==> src/rtl/sra_unit.sv <==
// sra_unit: registered 16-bit arithmetic shift-right slice of the CPU ALU.
//
// Ports:
//   clk        system clock, rising-edge state updates
//   rst_n      asynchronous active-low reset (deassertion synchronized externally)
//   in_valid   A/Shamt are valid this cycle
//   A          operand, two's complement
//   Shamt      unsigned shift amount 0..WIDTH-1
//   ShiftedRA  registered A >>> Shamt
//   out_valid  ShiftedRA and the flags carry a new result this cycle
//   shift_out  last bit shifted out, A[Shamt-1]; 0 when Shamt == 0
//   zero       ShiftedRA == 0
//   neg        ShiftedRA[WIDTH-1]
//
// The core is a logarithmic barrel shifter (1/2/4/8). It runs on a vector one
// bit wider than the operand, with a guard bit appended below the LSB: after
// shifting by n the guard position holds A[n-1] (or the appended 0 for n == 0),
// which gives shift_out without a separate mux tree.

module sra_stage #(
    parameter int W = 16,
    parameter int S = 1
) (
    input  logic [W:0] din,
    input  logic       en,
    output logic [W:0] dout
);
    assign dout = en ? {{S{din[W]}}, din[W:S]} : din;
endmodule

module sra_unit #(
    parameter int WIDTH = 16,
    parameter int SHW   = 4
) (
    input  logic             clk,
    input  logic             rst_n,
    input  logic             in_valid,
    input  logic [WIDTH-1:0] A,
    input  logic [SHW-1:0]   Shamt,
    output logic [WIDTH-1:0] ShiftedRA,
    output logic             out_valid,
    output logic             shift_out,
    output logic             zero,
    output logic             neg
);
    // stg[k] is the operand (plus guard bit) after stages 0..k-1.
    logic [SHW:0][WIDTH:0] stg;

    assign stg[0] = {A, 1'b0};

    for (genvar k = 0; k < SHW; k++) begin : g_stage
        sra_stage #(
            .W (WIDTH),
            .S (1 << k)
        ) u_stage (
            .din  (stg[k]),
            .en   (Shamt[k]),
            .dout (stg[k+1])
        );
    end

    logic [WIDTH-1:0] res_d, res_q;
    logic             so_d, so_q;
    logic             zero_d, zero_q;
    logic             neg_d, neg_q;
    logic             vld_d, vld_q;

    // Flags are derived from the same value that is loaded into res_q, so they
    // always agree with ShiftedRA; they hold together with it when idle.
    always_comb begin
        res_d  = res_q;
        so_d   = so_q;
        zero_d = zero_q;
        neg_d  = neg_q;
        vld_d  = in_valid;
        if (in_valid) begin
            res_d  = stg[SHW][WIDTH:1];
            so_d   = stg[SHW][0];
            zero_d = (stg[SHW][WIDTH:1] == '0);
            neg_d  = stg[SHW][WIDTH];
        end
    end

    always_ff @(posedge clk or negedge rst_n) begin
        if (!rst_n) begin
            res_q  <= '0;
            so_q   <= 1'b0;
            zero_q <= 1'b0;
            neg_q  <= 1'b0;
            vld_q  <= 1'b0;
        end else begin
            res_q  <= res_d;
            so_q   <= so_d;
            zero_q <= zero_d;
            neg_q  <= neg_d;
            vld_q  <= vld_d;
        end
    end

    assign ShiftedRA = res_q;
    assign shift_out = so_q;
    assign zero      = zero_q;
    assign neg       = neg_q;
    assign out_valid = vld_q;

endmodule

==> config.mk <==
export PLATFORM = sky130hd
export DESIGN_NAME = sra_unit
export DESIGN_NICKNAME = d
export VERILOG_FILES = /design/src/rtl/sra_unit.sv
export SDC_FILE = /design/constraint.sdc
export NUM_CORES = 1
export LEC_CHECK = 0
export ABC_CLOCK_PERIOD_IN_PS = 1000
export CAP_MARGIN = 10
export CORE_AREA = 8 8 63 76
export DETAILED_ROUTE_END_ITERATION = 10
export DIE_AREA = 0 0 71 84
export PLACE_DENSITY_LB_ADDON = 0.08
export SYNTH_ARGS = -nofsm -noshare
export SYNTH_HDL_FRONTEND = slang
export SYNTH_SLANG_ARGS = --single-unit
==> constraint.sdc <==
create_clock -name clk -period 1 [get_ports clk]
set_input_delay 0.1 -clock clk [delete_from_list [all_inputs] [get_ports clk]]
set_output_delay 0.1 -clock clk [all_outputs]
set_load 0.03 [all_outputs]
Figure 1. Metal 1 (run 1).
The bar under the picture is 20 µm long. Supply wires on this layer in gray.
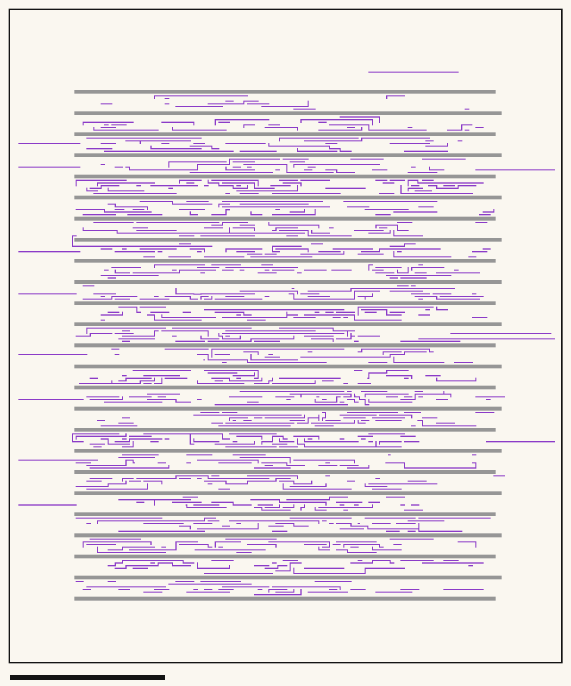
- nets with wire on the layer: 292
- longest straight run: 24.2 µm
drt total wl: 7.22 mm
routing usage on met1: 23.1%
routed vias: 2,039

Figure 2. Signal wires on met2 (run 1).
Cells faint in the background.
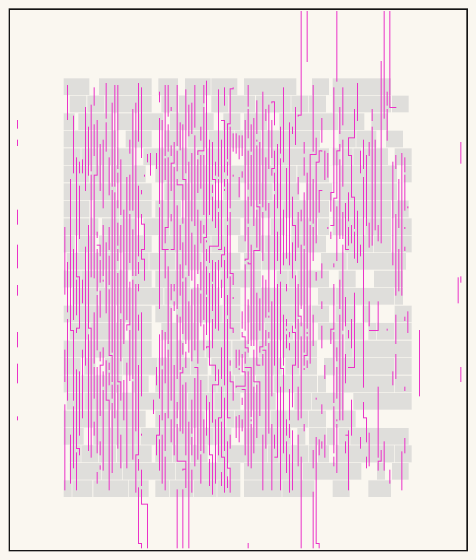
- wire length on this layer: 3,770 µm
- longest straight run: 35.0 µm
- nets with wire on the layer: 301

Figure 3. Met3 routing (run 1).
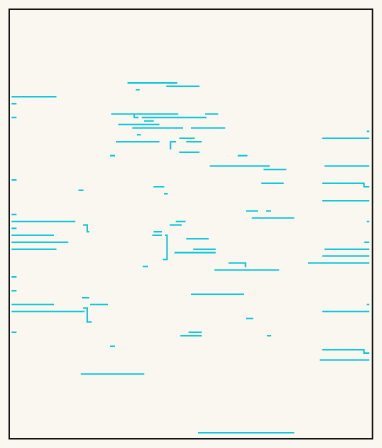
- longest straight run: 18.6 µm
- nets with wire on the layer: 64
M3 GR Usage: 5.29%

==> Changelog: implementation, run 1 <==
### Changed

- Status: finished with violations
- Failing checks: negative setup slack
- P_clk: between 0.5 and 0.6 mW
- DRT met1 WL: about 2.8 mm
- Crit path arrival time: between 1.5 and 2 ns
- GR Overflow Total: 0
- Seq group: 0.919 mW
- Vias in the first global route: 2,175
- Cell Type Count: 47
- Tap Cells: 39
- DP Worst Slack: -1.38 ns
- Largest cell class: combinational gates
- Levels on crit path: 7
- Worst path max stage delay: 0.55 ns
- Crit path top cell by count: buf_12
- Floorplan utilization: approximately 48%
- RSZ-0062 raised after global routing: yes
- Layout buffer count excluding clock buffers: ~130
- Die Height: 84 µm
- Post-CTS resize count: 103
- FF-to-FF End: ShiftedRA[5]$_DFFE_PN0P_
- Setup crit end kind: register
- Port Buffers: 42
- Psw: 1.15 mW
- Nets: about 320
- Crit path DRT: 1.16 ns
- Overall Global Routing Usage: 22.5%
- CTS root buffer: clkbuf_8
- Tool warnings: 29
- Synth Warn #: 0
- Post-CTS setup buffers: 31
- Power Dens Cells: 1010 nW/µm²
- Drt drc: 0
- Ys flop type: dfrtp_1
- Slew HR: 75.0%
- Hold WS: 0.169 ns
- Met3 Routed Length: approximately 400 µm
- Pwr top: combinational logic
- VDD IR max: 0.483 mV
- Global-route wire length before repair: 10.7 mm
- Static leakage: 1.42 nW
- Crit Path Max Fanout: 5
- Chip width: 71 µm
- Clock power frac: 16.3%
- CTS buffer count: 3
- # H-tree levels: 1
- Ys cells: roughly 170
- Fill count: 167
- Gpl congestion: 0.883
- Final WS setup: -0.745 ns
- Share of layout cells above drive strength 1: 65.2%
- Logic area: 1320 µm²
- Worst hold path type: input port to asynchronous set/reset pin
- Seq area share: between 10% and 20%
- Yosys stat area: 1710 µm²
- Combinational gates: ~130
- Setup violations, final: 16
- Crit-path cells: buf_12, buf_12, mux4_2, nand2b_1, o21ai_1, or4_4, o32ai_2
- Critical path launch point type: input port
- Comb pwr: approximately 1.8 mW
- GRT met2 Usage: 38.7%
- Flip-flops with a built-in enable: 0
- Critical-path top delay cell: or4_4
- Largest delay share family, worst path: simple AND/OR/NAND/NOR gates
- Syn nets: 194
- Final hold vios: 0
- Non-filler cells, final: around 330
- Final antenna-violating net count: 0
- Register share after synthesis: 27.8%
- Drt first pass iters: 4
- 1st-iter DRT viols: roughly 130
- Placed cell count: 301
- Asr flop ratio synth: 100%
- Worst Tran Pin Value: 0.364 ns
- R2R cell count: 1
- Sequential fraction of design power: 28.8%
- Seq. cell area: 475 µm²
- TritonCTS Sinks: 19
- Hold buffers post-CTS: 0
- Cell count after synthesis: 171
- Post-layout period usage: 174%
- Die area: 5960 µm²
- Comb/total area: roughly two fifths
- Post-DP HPWL: 4.43 mm
- Worst R2R Start: ShiftedRA[5]$_DFFE_PN0P_
- Clk ins delay skew pair: 0.25 ns
- Net Sw Frac: 35.9%
- Synth flops: 19
- Core area: 3540 µm²
- Non-clock inverters: 10
- DR top layer: met4
run 1: kinds of logic after synthesis:
family,after synthesis,share of synthesized area [%]
AND-OR/OR-AND,44,17.4
buffers and inverters,26,8.55
AND/OR/NAND/NOR,43,13.7
multiplexers,39,32.7
flip-flops,19,27.8
run 1: cells in the mapped netlist, types with 2 or more instances:
library cell	count	area share [%]
dfrtp_1	19	28
nor2_1	18	3.9
a21oi_1	14	4.1
mux2i_1	14	8.2
inv_1	10	2.2
mux4_2	9	12
mux2_2	7	4.6
clkbuf_1	6	1.3
mux2_4	6	5.3
o211ai_1	6	2.6
o21ai_0	5	1.5
buf_2	4	1.2
nand2_1	4	0.88
nand2b_1	4	1.5
nand3b_1	3	1.3
o21ai_1	3	0.88
a211o_1	2	1.0
a211oi_1	2	0.88
buf_1	2	0.44
buf_12	2	2.3
nand3_1	2	0.58
nor3_1	2	0.58
o21a_1	2	0.88
or3b_2	2	1.0
run 1: how the worst max path moves through the flow:
stage / startpoint / to
4_1_cts: Shamt[0] / zero$_DFFE_PN0P_
3_5_place_dp: Shamt[0] / zero$_DFFE_PN0P_
3_3_place_gp: Shamt[0] / zero$_DFFE_PN0P_
2_1_floorplan: Shamt[0] / zero$_DFFE_PN0P_
5_1_grt: Shamt[0] / zero$_DFFE_PN0P_
6_report: Shamt[0] / zero$_DFFE_PN0P_
run 1: registers in the layout, summed over array words and instances (netlist names):
name	count
ShiftedRA	16
zero	1
out_valid	1
shift_out	1
run 1: cell usage in the layout, fill, tap and decap left out, drive strengths merged, types with 4 or more instances in the layout:
master	n
a21oi	14
buf	118
clkbuf	5
clkdlybuf4s15	4
clkdlybuf4s50	4
dfrtp	19
dlygate4sd2	6
inv	10
mux2	14
mux2i	16
mux4	9
nand2	4
nand2b	4
nor2	19
o211ai	6
o21ai	8
--- run 2 (diff from run 1) ---
- SLEW_MARGIN: default -> 15
Figure 4. Congestion heat map (run 2).
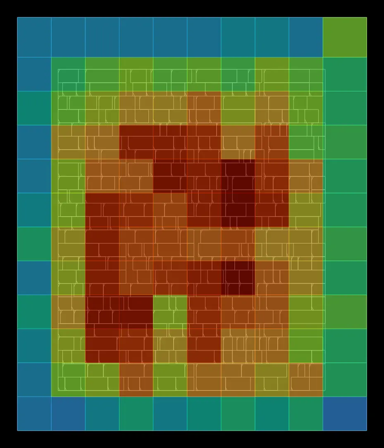
Overall Global Routing Usage: 22.5%
wire per inst: 21.7 µm
busiest grt layer: met2

==> Changelog: implementation, run 2 <==
### Changed

- Final WS setup: -0.745 ns (unchanged)
- Failing checks: negative setup slack
- Post-DP HPWL: 4.43 mm (unchanged)
- Commonest Layout Cell: buf_4
- Crit path DRT: 1.16 ns (about the same)
- Top-area cell type share of the netlist area: 27.8% (unchanged)
- Critical-path top delay cell: or4_4
- Crit Path Max Fanout: 5 (unchanged)
- Register share after synthesis: 27.8% (unchanged)
- Synth flops: 19 (unchanged)
- Max reg flops: 16 (unchanged)
- Crit path top cell by count: buf_12
- Setup crit end kind: register
- Flip-flops with a built-in enable: 0 (unchanged)
- Asr flop ratio synth: 100% (unchanged)
- Top cells excl fill/tap: buf_4, buf_6, dfrtp_1, nor2_1, mux2_4
- CTS root buffer: clkbuf_8
- Clk ins delay skew pair: 0.25 ns (about the same)
- DP Worst Slack: -1.38 ns (unchanged)
- Port Buffers: 42 (unchanged)
- Drt total wl: 7.22 mm (unchanged)
- R2R cell count: 1 (unchanged)
- Worst path max stage delay: 0.55 ns (about the same)
- Drt drc: 0 (unchanged)
- Synth Warn #: 0 (unchanged)
- Floorplan utilization: 48.3% (unchanged)
- Fill count: 167 (unchanged)
- Power Dens Cells: 1010 nW/µm² (unchanged)
- Vias in the first global route: 2,175 (unchanged)
- Worst R2R Start: ShiftedRA[5]$_DFFE_PN0P_
- CTS buffer count: 3 (unchanged)
- Slew HR: 75.0% (unchanged)
- Cell Type Count: 47 (unchanged)
- Synth cell count leaders: dfrtp_1, nor2_1, a21oi_1, mux2i_1, inv_1
- Cell count after synthesis: 171 (unchanged)
- Hold WS: 0.169 ns (unchanged)
- Global-route wire length before repair: 10.7 mm (unchanged)
- Most frequent cell after synthesis: dfrtp_1
- Status: finished with violations
- Non-filler cells, final: 332 (unchanged)
- Tool warnings: 29 (unchanged)
- Core area: 3540 µm² (unchanged)
- Ys flop type: dfrtp_1
- Die Height: 84 µm (unchanged)
- GR Overflow Total: 0 (unchanged)
- Nets: 317 (unchanged)
- Final antenna-violating net count: 0 (unchanged)
- Yosys stat area: 1710 µm² (unchanged)
- Worst setup path end: zero$_DFFE_PN0P_
- RSZ-0062 raised after global routing: yes
- Static leakage: 1.42 nW (unchanged)
- Top cells by area: dfrtp_1, mux4_2, mux2i_1
- Worst Setup SP: Shamt[0]
- FF-to-FF End: ShiftedRA[5]$_DFFE_PN0P_
- Ys cells: 171 (unchanged)
- Worst hold path type: input port to asynchronous set/reset pin
- Worst Tran Pin Value: 0.364 ns (unchanged)
- TritonCTS Sinks: 19 (unchanged)
- 1st-iter DRT viols: 132 (unchanged)
- Chip width: 71 µm (unchanged)
- Setup violations, final: 16 (unchanged)
- Placed cell count: 301 (unchanged)
- Syn nets: 194 (unchanged)
- Post-layout period usage: 174% (unchanged)
- Crit path arrival time: 1.91 ns (about the same)
- Critical path launch point type: input port
- Final hold vios: 0 (unchanged)
- Share of layout cells above drive strength 1: 65.2% (unchanged)
- Routed vias: 2,039 (unchanged)
- Crit-path cells: buf_12, buf_12, mux4_2, nand2b_1, o21ai_1, or4_4, o32ai_2
- Die area: 5960 µm² (unchanged)
- Post-synth top area cell: dfrtp_1
- VDD IR max: 0.483 mV (unchanged)
- Gpl congestion: 0.883 (unchanged)
==> run 2: cell counts in the layout (fill, tap and decap cells not counted) <==
Identical to the previous run, type by type.
==> run 2: through the flow <==
stage	instance area [µm²]	util [%]
finish	3160	89.1
global route	3160	89.1
floorplan	1790	-
detailed placement	2560	72.4
CTS	3050	86.1
global placement	2560	72.4
==> run 2: layer usage <==
metal	track usage, %	vias up	part of all wire (%)
li1	-	885	-
met1	23.1	1024	38
met2	38.7	107	52
met3	5.29	23	5.6
met4	16.1	0	3.9
met5	0	-	0
==> run 2: final cells by class <==
class | instances | area [µm²] | area share (%)
clock buffer | 4 | 45.0 | 1.43
inverter | 10 | 45.0 | 1.43
multi-input combinational | 126 | 1320 | 41.8
sequential | 19 | 475 | 15.1
tap | 39 | 48.8 | 1.55
timing repair buffer | 134 | 1220 | 38.8
==> run 2: critical path: cells and delay by family <==
family / cells / cell delay, ns
buf+inv: 2 / 0.21
mux: 1 / 0.52
simple gates: 2 / 0.70
compound gates: 2 / 0.36
==> run 2: cell families after synthesis <==
group	synth area share [%]
AND-OR/OR-AND	17.4
flip-flops	27.8
buffers and inverters	8.55
AND/OR/NAND/NOR	13.7
multiplexers	32.7
==> run 2: power by group <==
part | internal (mW) | switching, mW | leakage (nW)
Clock | 0.283 | 0.238 | 0.0228
Combinational | 0.904 | 0.852 | 1.18
Sequential | 0.862 | 0.0572 | 0.223
==> run 2: what timing repair did <==
action,CTS,global route
setup buffers,31,9
resized,103,33
cloned,2,0
setup endpoints to repair,18,18
pin swaps,18,14
hold buffers,0,0
Power figures rest on the tool's default switching activity, not on a simulated workload.
